<file path="src/rtl/vga_sdram_reader.sv">
`default_nettype none
// ============================================================================
// Module  : vga_sdram_reader
// Brief   : VGA timing generator that pops RGB565 pixels from the SDRAM read
//           FIFO one clock ahead of each active pixel, with frame gating.
// Rev     : 1.0  initial release
// ============================================================================
module vga_sdram_reader #(
  parameter int H_SYNC  = 136,
  parameter int H_BACK  = 160,
  parameter int H_VALID = 1024,
  parameter int H_FRONT = 24,
  parameter int V_SYNC  = 6,
  parameter int V_BACK  = 29,
  parameter int V_VALID = 768,
  parameter int V_FRONT = 3
) (
  input  logic        clk,
  input  logic        rst,
  input  logic        sdram_rd_ready,
  input  logic        fifo_empty,
  input  logic [15:0] sdram_rd_data,
  output logic        sdram_rd_req,
  output logic        frame_start,
  output logic        vga_hs,
  output logic        vga_vs,
  output logic        vga_de,
  output logic [15:0] vga_rgb,
  output logic        underflow
);

  localparam logic [10:0] c_h_total  = 11'(H_SYNC + H_BACK + H_VALID + H_FRONT);
  localparam logic [10:0] c_h_sync   = 11'(H_SYNC);
  localparam logic [10:0] c_ha       = 11'(H_SYNC + H_BACK);
  localparam logic [10:0] c_ha_end   = 11'(H_SYNC + H_BACK + H_VALID);
  localparam logic [9:0]  c_v_total  = 10'(V_SYNC + V_BACK + V_VALID + V_FRONT);
  localparam logic [9:0]  c_v_sync   = 10'(V_SYNC);
  localparam logic [9:0]  c_va       = 10'(V_SYNC + V_BACK);
  localparam logic [9:0]  c_va_end   = 10'(V_SYNC + V_BACK + V_VALID);

  logic [10:0] r_cnt_h;
  logic [9:0]  r_cnt_v;
  logic        r_frame_ok;
  logic        r_hs;
  logic        r_vs;
  logic        r_de;
  logic [15:0] r_rgb;
  logic        r_frame_start;
  logic        r_underflow;

  logic        w_h_last;
  logic        w_v_last;
  logic        w_origin;
  logic        w_h_act;
  logic        w_v_act;
  logic        w_h_req;
  logic        w_active;
  logic        w_rd_req;
  logic [10:0] w_cnt_h_next;

  assign w_h_last     = (r_cnt_h == c_h_total - 11'd1);
  assign w_v_last     = (r_cnt_v == c_v_total - 10'd1);
  assign w_origin     = (r_cnt_h == 11'd0) && (r_cnt_v == 10'd0);
  assign w_h_act      = (r_cnt_h >= c_ha) && (r_cnt_h < c_ha_end);
  assign w_v_act      = (r_cnt_v >= c_va) && (r_cnt_v < c_va_end);
  assign w_active     = w_h_act && w_v_act;
  // Request window leads the active window by one clock (non-show-ahead FIFO).
  assign w_cnt_h_next = r_cnt_h + 11'd1;
  assign w_h_req      = (w_cnt_h_next >= c_ha) && (w_cnt_h_next < c_ha_end);
  assign w_rd_req     = r_frame_ok && w_v_act && w_h_req;

  always_ff @(posedge clk or posedge rst) begin
    if (rst) begin
      r_cnt_h       <= '0;
      r_cnt_v       <= '0;
      r_frame_ok    <= 1'b0;
      r_hs          <= 1'b1;
      r_vs          <= 1'b1;
      r_de          <= 1'b0;
      r_rgb         <= '0;
      r_frame_start <= 1'b0;
      r_underflow   <= 1'b0;
    end else begin
      r_cnt_h <= w_h_last ? 11'd0 : w_cnt_h_next;
      if (w_h_last) begin
        r_cnt_v <= w_v_last ? 10'd0 : r_cnt_v + 10'd1;
      end
      if (w_origin) begin
        r_frame_ok <= sdram_rd_ready;
      end
      r_hs          <= !(r_cnt_h < c_h_sync);
      r_vs          <= !(r_cnt_v < c_v_sync);
      r_de          <= w_active;
      r_rgb         <= (w_active && r_frame_ok) ? sdram_rd_data : 16'h0000;
      r_frame_start <= w_origin;
      if (w_rd_req && fifo_empty) begin
        r_underflow <= 1'b1;
      end
    end
  end

  assign sdram_rd_req = w_rd_req;
  assign frame_start  = r_frame_start;
  assign vga_hs       = r_hs;
  assign vga_vs       = r_vs;
  assign vga_de       = r_de;
  assign vga_rgb      = r_rgb;
  assign underflow    = r_underflow;

endmodule
`default_nettype wire

</file>
<file path="config.mk">
export PLATFORM = sky130hd
export DESIGN_NAME = vga_sdram_reader
export DESIGN_NICKNAME = d
export VERILOG_FILES = /design/src/rtl/vga_sdram_reader.sv
export SDC_FILE = /design/constraint.sdc
export NUM_CORES = 1
export LEC_CHECK = 0
export ABC_CLOCK_PERIOD_IN_PS = 3760
export CAP_MARGIN = 0
export CORE_UTILIZATION = 55
export DETAILED_ROUTE_END_ITERATION = 10
export PLACE_DENSITY = 0.88
export SLEW_MARGIN = 15
export SYNTH_ARGS = -nofsm -noshare
export SYNTH_HDL_FRONTEND = slang
export SYNTH_SLANG_ARGS = --single-unit
</file>
<file path="constraint.sdc">
create_clock -name clk -period 3.76 [get_ports clk]
set_input_delay 0.752 -clock clk [delete_from_list [all_inputs] [get_ports clk]]
set_output_delay 0.752 -clock clk [all_outputs]
set_load 0.02 [all_outputs]
</file>
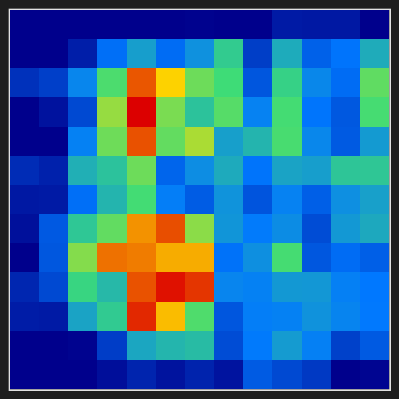
**Above:** run 1 (wiring heat map).
(6 px per um) 13 x 13 tiles, from dark blue (low) to red (high), scaled to the fullest tile. Values are wire area over tile area, all layers added.
tiles over half the peak = 21%
fullest tile = 0.57
nearly empty tiles = 14%
mean over tiles = 0.17
densest ninth of the die = center
via count: 1573
aggregate routed wire length: 4.17 mm
GRT Resource Usage Total: 0.237
wire per inst: 14.7 um

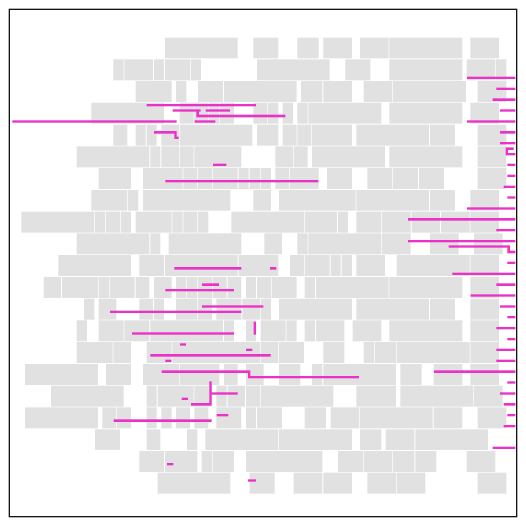
**Above:** run 1 (met3 routing).
(8 px per um)
share of all routed wire = 7.4%
nets with wire on the layer = 53
grt met3 use: 0.0652

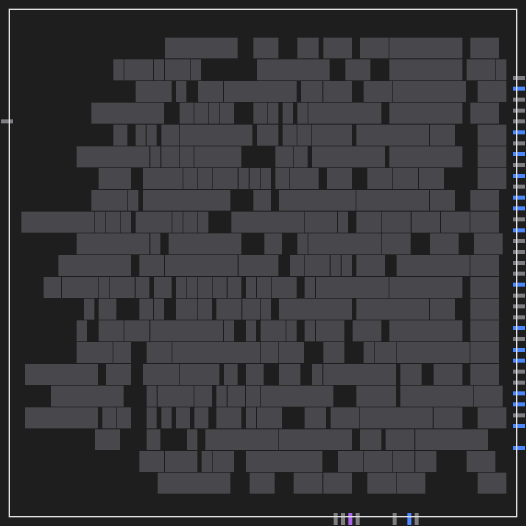
**Above:** run 1 (ports around the boundary).
(8 px per um) Pins as bars across the die edge, other pins in gray.
`vga_rgb` -> blue  # pins 16, direction output, edge 15 right, 1 bottom
`fifo_empty` -> purple  # pins 1, direction input, edge bottom
all pins by edge = 34 right, 7 bottom, 1 left
die width: 63.2 um
PortBufs: 41
Die Ht: 63.2 um

==> metrics.yaml, run 1 <==
worst_hold_path:
  min_from: "underflow$_DFFE_PP0P_"
  holdPathStages: 2
worst_setup_path:
  cp_cell_sequence: "nand3_1, nor4_1, xor2_1, a31oi_1, xnor2_1, nor2_1, clkdlybuf4s50_1"
  rr_endpoint: "r_cnt_v[8]$_DFFE_PP0N_"
  path_delay_family: "simple AND/OR/NAND/NOR gates"
  path_buffers: 1
  crit_start: "r_cnt_h[2]$_DFF_PP0_"
  rrSetupSlack_ps: 1610
  critPathKind: "reg -> out"
  cp-start-kind: "flip-flop"
layout:
  fin_util: 0.750
  lay_top_cells: "41 x dfrtp_1, 41 x clkdlybuf4s50_1, 19 x nand2_1, 18 x nor2_1, 12 x o21ai_0"
  num-nonclk-inverters: 9
  largestClassByArea: "registers"
  multi_input_comb_cells: 134
  seq_area_sq_mm: 0.00108
  final-clk-cell-share: 0.0510
  sh_seq_area: 0.414
clock_network:
  post_cts_resize_count: 0
  worstSkewPairLatency_ps: 290
yosys:
  numSynthFlops: 43
  yosys-stat-cells: 196
  syn_area_sq_mm: 0.00206
  syn_nets: 221
  yosysMostFrequentCell: "dfrtp_1"
  ys_seq_share: 0.523
final_timing:
  max_freq_mhz: 297
  slew_headroom: 0.492
  layout_min_cycle_time_ps: 3360
drt:
  dr.pass1.iters: 4
  ant_nets: 0
  drc: 0
run_status:
  status: "finished, final reports clean"
placed_design:
  hpwl_mm: 2.95
  gp_congestion: 0.845
die:
  io_pins: 42
  core_area_sq_mm: 0.00347
pwr:
  p_leak_nw: 1.18
  finalPower_mw: 0.913
  p_switching_mw: 0.167
  sequentialPowerShare: 0.507
global_routing:
  grt_antenna_before_repair: 0
  busiest_layer: "met2"
run 1: worst min-delay path, stage by stage (launching register included):
cell     delay (ps)
dfrtp_1         350
inv_1            40
o31ai_1          50
run 1: kinds of logic after synthesis:
family / Yosys count / share of synthesized area
XOR/XNOR: 12 / 0.0510
multiplexers: 4 / 0.0206
buffers and inverters: 19 / 0.0528
flip-flops: 43 / 0.523
adder cells (fa/ha/maj): 5 / 0.0303
AND/OR/NAND/NOR: 89 / 0.245
AND-OR/OR-AND: 24 / 0.0771
run 1: power by group through the flow:
stage          clock network, mW  logic (mW)  registers, mW
3_5_place_dp                   0      0.0315          0.472
6_report                   0.419      0.0310          0.463
5_1_grt                    0.446      0.0340          0.463
4_1_cts                    0.423      0.0319          0.463
2_1_floorplan                  0     0.00761          0.472
3_3_place_gp                   0      0.0305          0.472
**Run 1: met2 routing**

(8 px per um)
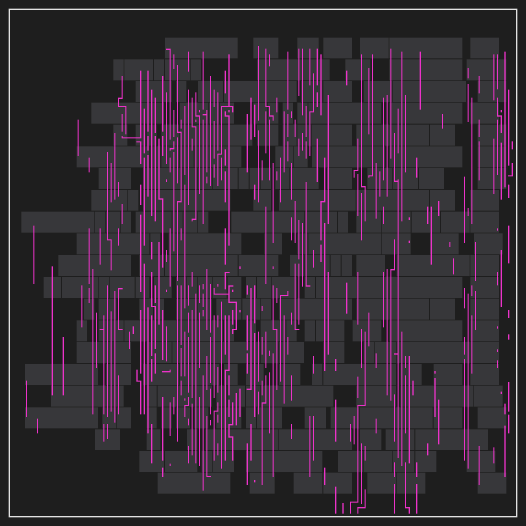

## Run 2: what changed since run 1
- CAP_MARGIN: 0 -> 20
- CORE_UTILIZATION: 55 -> 51
- PLACE_DENSITY: 0.88 -> 0.82
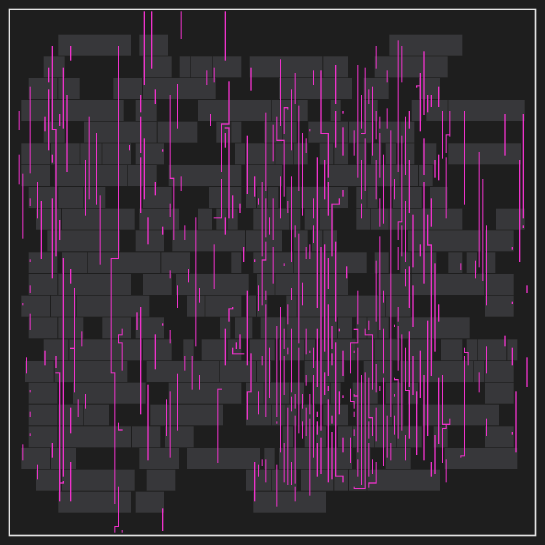
**Above:** run 2 (met2 routing).
(8 px per um)
share of all routed wire = 48%
nets with wire on the layer = 209
wire length on this layer = 1770 um
main direction = vertical
longest straight run = 35.7 um
GRT met2 Usage: 0.339
via count: 1527
aggregate routed wire length: 3.65 mm

==> run 2 against run 1 <==
  * Critical path depth unchanged
  * Critical path type unchanged
  * Worst setup slack better by 99 ps
  * Power decreased by 5.9%
  * Routed wire length is 12% lower
  * Largest power group unchanged
  * Highest routed layer unchanged
==> metrics.yaml, run 2 <==
yosys:
  numSynthFlops: 43  # unchanged
  ys_seq_share: 0.523  # unchanged
  syn_area_sq_mm: 0.00206  # unchanged
  yosys-stat-cells: 196  # unchanged
  syn_nets: 221  # unchanged
drt:
  dr.pass1.iters: 4  # unchanged
  wire_per_inst_um: 12.8  # -13%
  drc: 0  # unchanged
worst_setup_path:
  rr_endpoint: "r_cnt_v[8]$_DFFE_PP0N_"
  cp-start-kind: "flip-flop"
  rrSetupSlack_ps: 1770  # +160 ps
  path_buffers: 1  # unchanged
  cp_cell_sequence: "ha_1, and4_1, nand4_1, xor2_1, xnor2_1, nor2_1, clkdlybuf4s50_1"
  crit_start: "r_cnt_h[0]$_DFF_PP0_"
die:
  die_y_um: 65.6  # +3.7%
  core_area_sq_mm: 0.00377  # +8.7%
  io_pins: 42  # unchanged
worst_hold_path:
  holdPathStages: 2  # unchanged
  min_from: "underflow$_DFFE_PP0P_"
placed_design:
  gp_congestion: 0.841  # -0.50%
  hpwl_mm: 2.65  # -10%
  port_buffers: 41  # unchanged
layout:
  fin_util: 0.687  # -0.0636
  lay_top_cells: "41 x dfrtp_1, 41 x clkdlybuf4s50_1, 19 x nand2_1, 18 x nor2_1, 12 x o21ai_0"
pwr:
  p_seq_mw: 0.463  # about the same
  clock_power_mw: 0.367  # -12%
  p_leak_nw: 1.18  # -0.36%
  finalPower_mw: 0.859  # -5.9%
run_status:
  status: "finished, final reports clean"
final_timing:
  max_freq_mhz: 306  # +3.0%
-- run 2: kinds of logic after synthesis --
family,Yosys count,share of synthesized area
compound gates,24,0.0771
flops,43,0.523
buf+inv,19,0.0528
fa+ha+maj,5,0.0303
mux,4,0.0206
simple gates,89,0.245
xor+xnor,12,0.0510
-- run 2: final cells by class --
class / count / area, sq um / area share
clock buffers: 6 / 82.6 / 0.0319
clock inverters: 2 / 35.0 / 0.0135
inverters: 9 / 33.8 / 0.0130
multi-input cells: 134 / 875 / 0.338
flip-flops and latches: 43 / 1080 / 0.416
well taps: 48 / 60.1 / 0.0232
repair buffers: 43 / 425 / 0.164
-- run 2: layer usage --
layer  vias up  share of wire  GRT usage
met5         -              0          0
met4         0          0.013     0.0761
met3         6           0.11      0.102
met2        61           0.48      0.339
met1       722           0.39      0.222
li1        738              -          -
**Run 2: routing congestion**

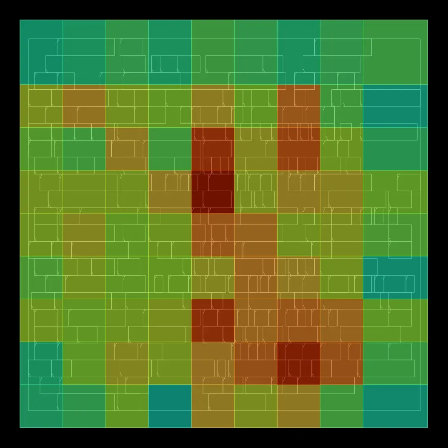

## Run 3: what changed since run 2
- GPL_ROUTABILITY_DRIVEN: not set -> 0
- GPL_TIMING_DRIVEN: not set -> 0
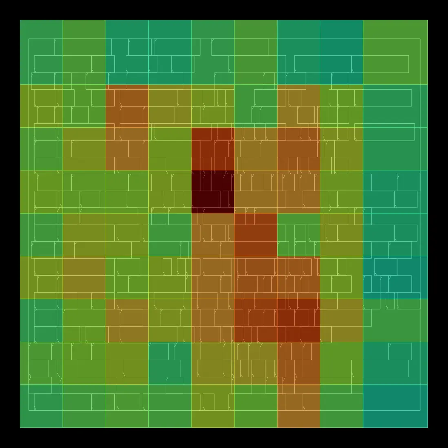
**Above:** run 3 (routing congestion).
post-layout util: 0.708
GRT Resource Usage Total: 0.200
met1 usage: 0.239
wire per inst: 12.4 um

==> run 3 against run 2 <==
  * Global-route usage fell by 0.46 points
  * Synthesized cell count did not move
  * Fmax down 0.56%
  * First-iteration DRC count is 22% lower
  * Clock power about the same
  * Power is 0.47% higher
  * Critical path type unchanged
==> metrics.yaml, run 3 <==
drt:
  wirelength_mm: 3.64  # -0.36%
  dr_total_vias: 1521  # -0.39%
  met2_length_mm: 1.64  # -7.2%
  topRoutingLayerUsed: "met4"
layout:
  seq_area_sq_mm: 0.00108  # unchanged
  buffers: 52  # +21%
  final-clk-cell-share: 0.0440  # -0.00136
  comb_area_frac: 0.328  # -0.0101
  comb_area_sq_um: 875  # unchanged
run_status:
  status: "finished, final reports clean"
yosys:
  syn_nets: 221  # unchanged
  ys_seq_share: 0.523  # unchanged
  synthXorXnorAreaFrac: 0.0510  # unchanged
  synth-adder-area-share: 0.0303  # unchanged
  numSynthFlops: 43  # unchanged
worst_setup_path:
  cp-start-kind: "flip-flop"
  cp_cell_sequence: "ha_1, and4_1, o2111ai_1, nand2_1, a31oi_1, xnor2_1, nor2_1, clkdlybuf4s50_1"
die:
  die_y_um: 65.6  # unchanged
  core_area_sq_mm: 0.00377  # unchanged
placed_design:
  hpwl_mm: 2.67  # +0.92%
final_timing:
  max_freq_mhz: 305  # -0.56%
global_routing:
  use_met2: 0.312  # -0.0271
worst_hold_path:
  holdPathStages: 2  # unchanged
-- run 3: cell counts after synthesis --
Identical to the previous run, type by type.
-- run 3: final timing paths --
| kind | start | endpoint | slack [ps] |
|---|---|---|---|
| hold reg to reg | underflow$_DFFE_PP0P_ | underflow$_DFFE_PP0P_ | 480 |
| max in group asynchronous | rst | vga_hs$_DFF_PP1_ | 2500 |
| min in group asynchronous | rst | vga_rgb[10]$_DFF_PP0_ | 730 |
| setup reg to reg | r_cnt_h[0]$_DFF_PP0_ | r_cnt_v[6]$_DFFE_PP0N_ | 1770 |
| setup / recovery | r_cnt_h[0]$_DFF_PP0_ | sdram_rd_req | 480 |
| hold / removal | underflow$_DFFE_PP0P_ | underflow$_DFFE_PP0P_ | 480 |
Power is estimated from default activity; no workload was simulated.
